===== src/rtl/serial_bit_tx_pkg.sv =====
// Shared definitions for the serial bit transmitter: FSM state encoding and a
// ceiling-log2 helper used to size counters.
package serial_bit_tx_pkg;

    typedef enum logic [1:0] {
        IDLE  = 2'd0,
        START = 2'd1,
        DATA  = 2'd2,
        STOP  = 2'd3
    } tx_state_e;

    // Number of bits needed to hold values 0..n-1 (0 for n <= 1).
    function automatic int unsigned clog2(input int unsigned n);
        int unsigned r;
        int unsigned v;
        r = 0;
        v = (n > 0) ? n - 1 : 0;
        while (v > 0) begin
            r = r + 1;
            v = v >> 1;
        end
        return r;
    endfunction

endpackage


===== src/rtl/serial_bit_tx_bit_timer.sv =====
// Per-bit cycle counter: ticks on the last cycle of each serial bit and wraps.
module serial_bit_tx_bit_timer
    import serial_bit_tx_pkg::*;
#(
    parameter int unsigned CLKS_PER_BIT = 4
) (
    input  logic clk,
    input  logic reset_n,
    input  logic clear,
    output logic tick_c
);

    localparam int unsigned CNT_W = (clog2(CLKS_PER_BIT) < 1) ? 1 : clog2(CLKS_PER_BIT);
    localparam logic [CNT_W-1:0] LAST = CNT_W'(CLKS_PER_BIT - 1);

    logic [CNT_W-1:0] count;

    assign tick_c = (count == LAST);

    always_ff @(posedge clk or negedge reset_n) begin
        if (!reset_n) begin
            count <= '0;
        end else if (clear || tick_c) begin
            count <= '0;
        end else begin
            count <= count + CNT_W'(1);
        end
    end

endmodule


===== src/rtl/serial_bit_tx.sv =====
// Serial transmitter: accepts a word on valid/ready and sends
// start(0), WIDTH data bits LSB first, stop(1), each held CLKS_PER_BIT cycles.
module serial_bit_tx
    import serial_bit_tx_pkg::*;
#(
    parameter int unsigned WIDTH        = 8,
    parameter int unsigned CLKS_PER_BIT = 4
) (
    input  logic             clk,
    input  logic             reset_n,
    input  logic [WIDTH-1:0] Din,
    input  logic             valid,
    output logic             ready,
    output logic             Aout,
    output logic             busy,
    output logic             done
);

    localparam int unsigned BIT_W = (clog2(WIDTH + 1) < 1) ? 1 : clog2(WIDTH + 1);
    localparam logic [BIT_W-1:0] LAST_BIT = BIT_W'(WIDTH - 1);

    tx_state_e        state, state_d;
    logic [WIDTH-1:0] shift, shift_d;
    logic [BIT_W-1:0] bit_cnt, bit_cnt_d;
    logic             aout_d, ready_d, busy_d, done_d;
    logic             tick_c;

    serial_bit_tx_bit_timer #(
        .CLKS_PER_BIT(CLKS_PER_BIT)
    ) u_bit_timer (
        .clk    (clk),
        .reset_n(reset_n),
        .clear  (state == IDLE),
        .tick_c (tick_c)
    );

    // Next-state logic; outputs are decoded from the next state so the
    // registered copies line up with the state they describe.
    always_comb begin
        state_d   = state;
        shift_d   = shift;
        bit_cnt_d = bit_cnt;
        done_d    = 1'b0;

        case (state)
            IDLE: begin
                if (valid && ready) begin
                    state_d   = START;
                    shift_d   = Din;
                    bit_cnt_d = '0;
                end
            end
            START: begin
                if (tick_c) begin
                    state_d = DATA;
                end
            end
            DATA: begin
                if (tick_c) begin
                    if (bit_cnt == LAST_BIT) begin
                        state_d   = STOP;
                        bit_cnt_d = '0;
                    end else begin
                        shift_d   = shift >> 1;
                        bit_cnt_d = bit_cnt + BIT_W'(1);
                    end
                end
            end
            STOP: begin
                if (tick_c) begin
                    state_d = IDLE;
                    done_d  = 1'b1;
                end
            end
            default: state_d = IDLE;
        endcase

        ready_d = (state_d == IDLE);
        busy_d  = (state_d != IDLE);
        aout_d  = (state_d == START) ? 1'b0 :
                  (state_d == DATA)  ? shift_d[0] : 1'b1;
    end

    always_ff @(posedge clk or negedge reset_n) begin
        if (!reset_n) begin
            state   <= IDLE;
            shift   <= '0;
            bit_cnt <= '0;
            Aout    <= 1'b1;
            ready   <= 1'b1;
            busy    <= 1'b0;
            done    <= 1'b0;
        end else begin
            state   <= state_d;
            shift   <= shift_d;
            bit_cnt <= bit_cnt_d;
            Aout    <= aout_d;
            ready   <= ready_d;
            busy    <= busy_d;
            done    <= done_d;
        end
    end

endmodule


===== config.mk =====
export PLATFORM = sky130hd
export DESIGN_NAME = serial_bit_tx
export DESIGN_NICKNAME = d
export VERILOG_FILES = /design/src/rtl/serial_bit_tx_pkg.sv /design/src/rtl/serial_bit_tx_bit_timer.sv /design/src/rtl/serial_bit_tx.sv
export SDC_FILE = /design/constraint.sdc
export NUM_CORES = 1
export LEC_CHECK = 0
export CELL_PAD_IN_SITES_DETAIL_PLACEMENT = 0
export CELL_PAD_IN_SITES_GLOBAL_PLACEMENT = 1
export CORE_MARGIN = 2
export CORE_UTILIZATION = 40
export DETAILED_ROUTE_END_ITERATION = 10
export PLACE_DENSITY_LB_ADDON = 0.3
export SLEW_MARGIN = 20
export SYNTH_ARGS = -nofsm -noshare
export SYNTH_HDL_FRONTEND = slang
export SYNTH_SLANG_ARGS = --single-unit
export TNS_END_PERCENT = 30

===== constraint.sdc =====
create_clock -name clk -period 2.3 [get_ports clk]
set_clock_uncertainty 0.2 [all_clocks]
set_input_delay 0.345 -clock clk [delete_from_list [all_inputs] [get_ports clk]]
set_output_delay 0.345 -clock clk [all_outputs]
set_load 0.005 [all_outputs]

Figure 1. Metal layers overlaid.
Scale: 8 px per µm. Two of the layers only.
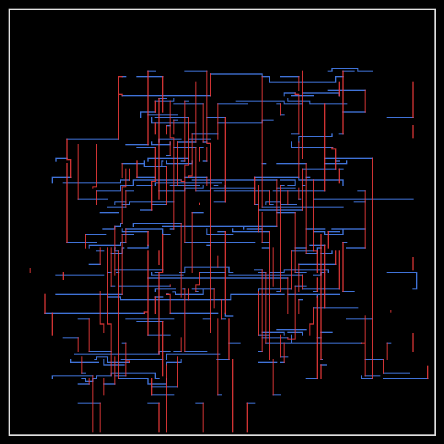
M2 -> red  # wire length 791 µm
M1 -> blue  # wire length 804 µm
final routed wire length divided by cell count: 11.99 µm
final wirelength: 1655 µm
All-Layer GR Usage: 14.71%
total number of vias: 718

Figure 2. Signal wires on met3.
Scale: 8 px per µm.
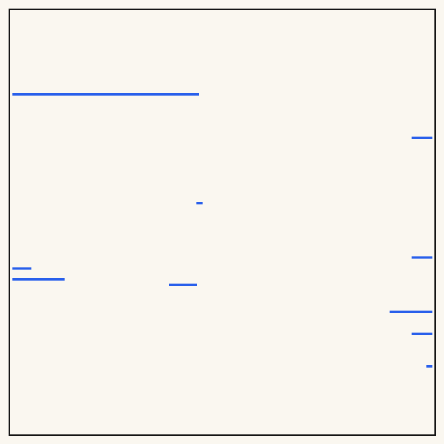
nets with wire on the layer = 9
share of all routed wire = 2.8%
wire length on this layer = 47.0 µm
main direction = horizontal
longest straight run = 23.0 µm

Figure 3. Placement by cell class.
Scale: 4 px per µm.
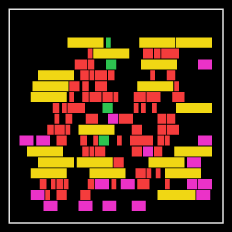
registers -> yellow  # cells 20, share of their area 45%
remaining logic cells -> red  # cells 69, share of their area 38%
clock drivers and dummy loads -> green  # cells 4, share of their area 2.4%
remaining buffers and delay cells -> magenta  # cells 17, share of their area 15%

Figure 4. Where the registers sit.
Scale: 12 px per µm. Other sequential cells in the stronger gray, the rest of the logic in the fainter gray.
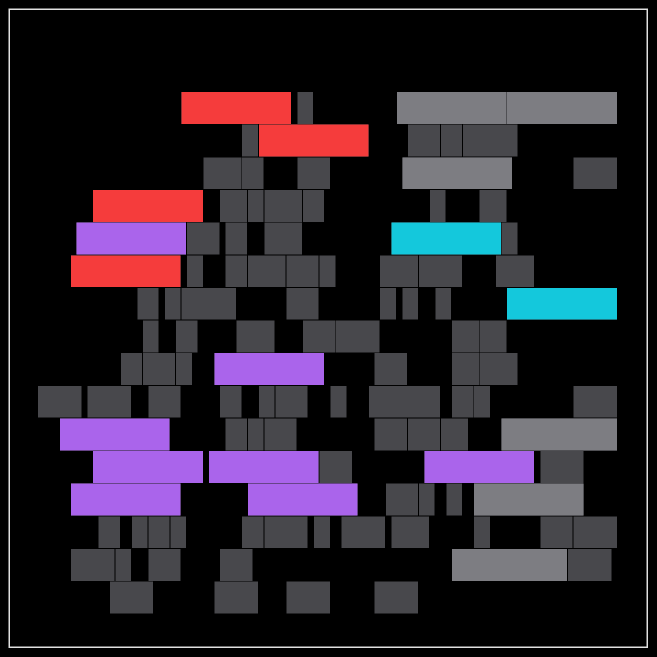
`bit_cnt` -> red  # flops 4
`state` -> cyan  # flops 2
`shift` -> purple  # flops 8
not colored = 6

==> COMMIT_EDITMSG <==
Store results of the implementation flow

- DR top layer: met4
* Final Max Slew Viols: 0
- Across all hold checks on the routed design, the worst slack comes to about 0.18 ns.
- Part of the power in the clock network: approximately an eighth
- Dominant combinational cell family by area after synthesis: simple AND/OR/NAND/NOR gates
* Worst endpoint required time: 1.75 ns
- Post-synthesis sequential area ratio: between 50% and 60%
- Category of cells accounting for the largest share of critical-path delay: flip-flops
- Clock sink count: 20
* Ratio of final minimum period to clock period: 83.06%
* M1 wire length: around 800 µm
* FF-to-FF path depth: 5
- CORE AREA: 2233 µm²
- Share of synthesized area spent on multiplexers: 0%
* Cell total in the yosys stat output: approximately 93
- Adders+Majority by Area: between 2 and 3%
- Final standard cell utilization of the core: between 50% and 60%
* Element type at the critical path end: primary output
- Counting flops and latches in the post-synthesis netlist gives 20.
- For flop-to-flop paths, the worst setup slack is about 0.43 ns.
* Critical register-to-register path startpoint: bit_cnt[0]$_DFFE_PN0P_
* Master cell of the clock root buffer: clkbuf_4
- Count of inserted antenna diode cells: 0
- In this run the number of H-tree levels came out at 1.
- Startpoint of the worst setup timing path: ready$_DFF_PN1_
- Measured along the x axis, the die boundary spans ~53 µm.
* Hold-fix buffer count after cts: 0
- The detail route stage leaves a number of antenna-violating nets equal to 0.
* Chip area: 2814 µm²
* Flop share of the area: between 40% and 50%
- The register with the most flip-flops in the layout has 8 of them.
* Post-layout total power: ~1.3 mW
- In the final layout, multi-input gates take up 33.91% of the cell area.
- Final Instance Area: about 1200 µm²
- Once iteration 0 of detailed routing completed, the report listed 10 DRC markers.
- Power Clock: 0.166 mW
* Post-synthesis simple-gate area fraction: 20.03%
* Most used flip-flop cell after synthesis: dfrtp_1
- The final report lists the setup-violating endpoint count as 0.
- Final worst-path setup slack: 0.3897 ns
- Result of the run: complete, no violations
- The largest part of the power goes to registers.
- Floorplan core density: a little over two fifths
* Met3 routed wirelength: between 40 and 50 µm
- Final non-filler cell total: between 100 and 150
* Register Area: between 500 and 600 µm²
- Clock latency of the later-clocked register in the worst-skew pair: about 0.29 ns
- Antenna violations before repair: 0
* Worst setup path endpoint: ready
- Global Route met1 Usage: 19.40%
- Instance count on the critical path: 1
- In this run the cell area of the synthesized design comes to ~960 µm².
* CP Cell Sequence: clkdlybuf4s50_1
- In this run, the synthesized area fraction spent on xor and xnor cells is recorded as less than 1%.
- Summed over all cells, the static leakage comes to ~0.5 nW.
* Top cell type by total area after synthesis: dfrtp_1
* Detailed placement HPWL: 1225 µm
- Per the final layout report, the fraction of cells sized above drive strength 1 comes to 10.00%.
* Largest cell class by area: sequential cells
* Class of the tightest hold or removal check: input port to asynchronous set/reset pin
- The flow reports power dissipated in combinational cells as about 0.47 mW.
- Clock tree from TritonCTS: yes
* Number of flip-flops and latches: 20
- Net Sw Power: about 0.47 mW
- Logged for this run, the post-placement worst setup slack is ~0.3 ns.
- Multi-In Gates: 60
- Sequential cells consume a total of a little under 0.7 mW.
* Largest cells by area after synthesis: dfrtp_1, dfstp_2, nand2_1
- 1st-pass router iterations: 4
- Achievable frequency: 0.5235 GHz
- Count of port buffers added during placement: 14
* Post-CTS setup repair buffer count: 0
- The arrival time of data at the worst endpoint is listed as about 1.4 ns.
* Register bank with the most flops: shift
- Gates resized during post-CTS repair numbered 0.
Power figures rest on the tool's default switching activity, not on a simulated workload.
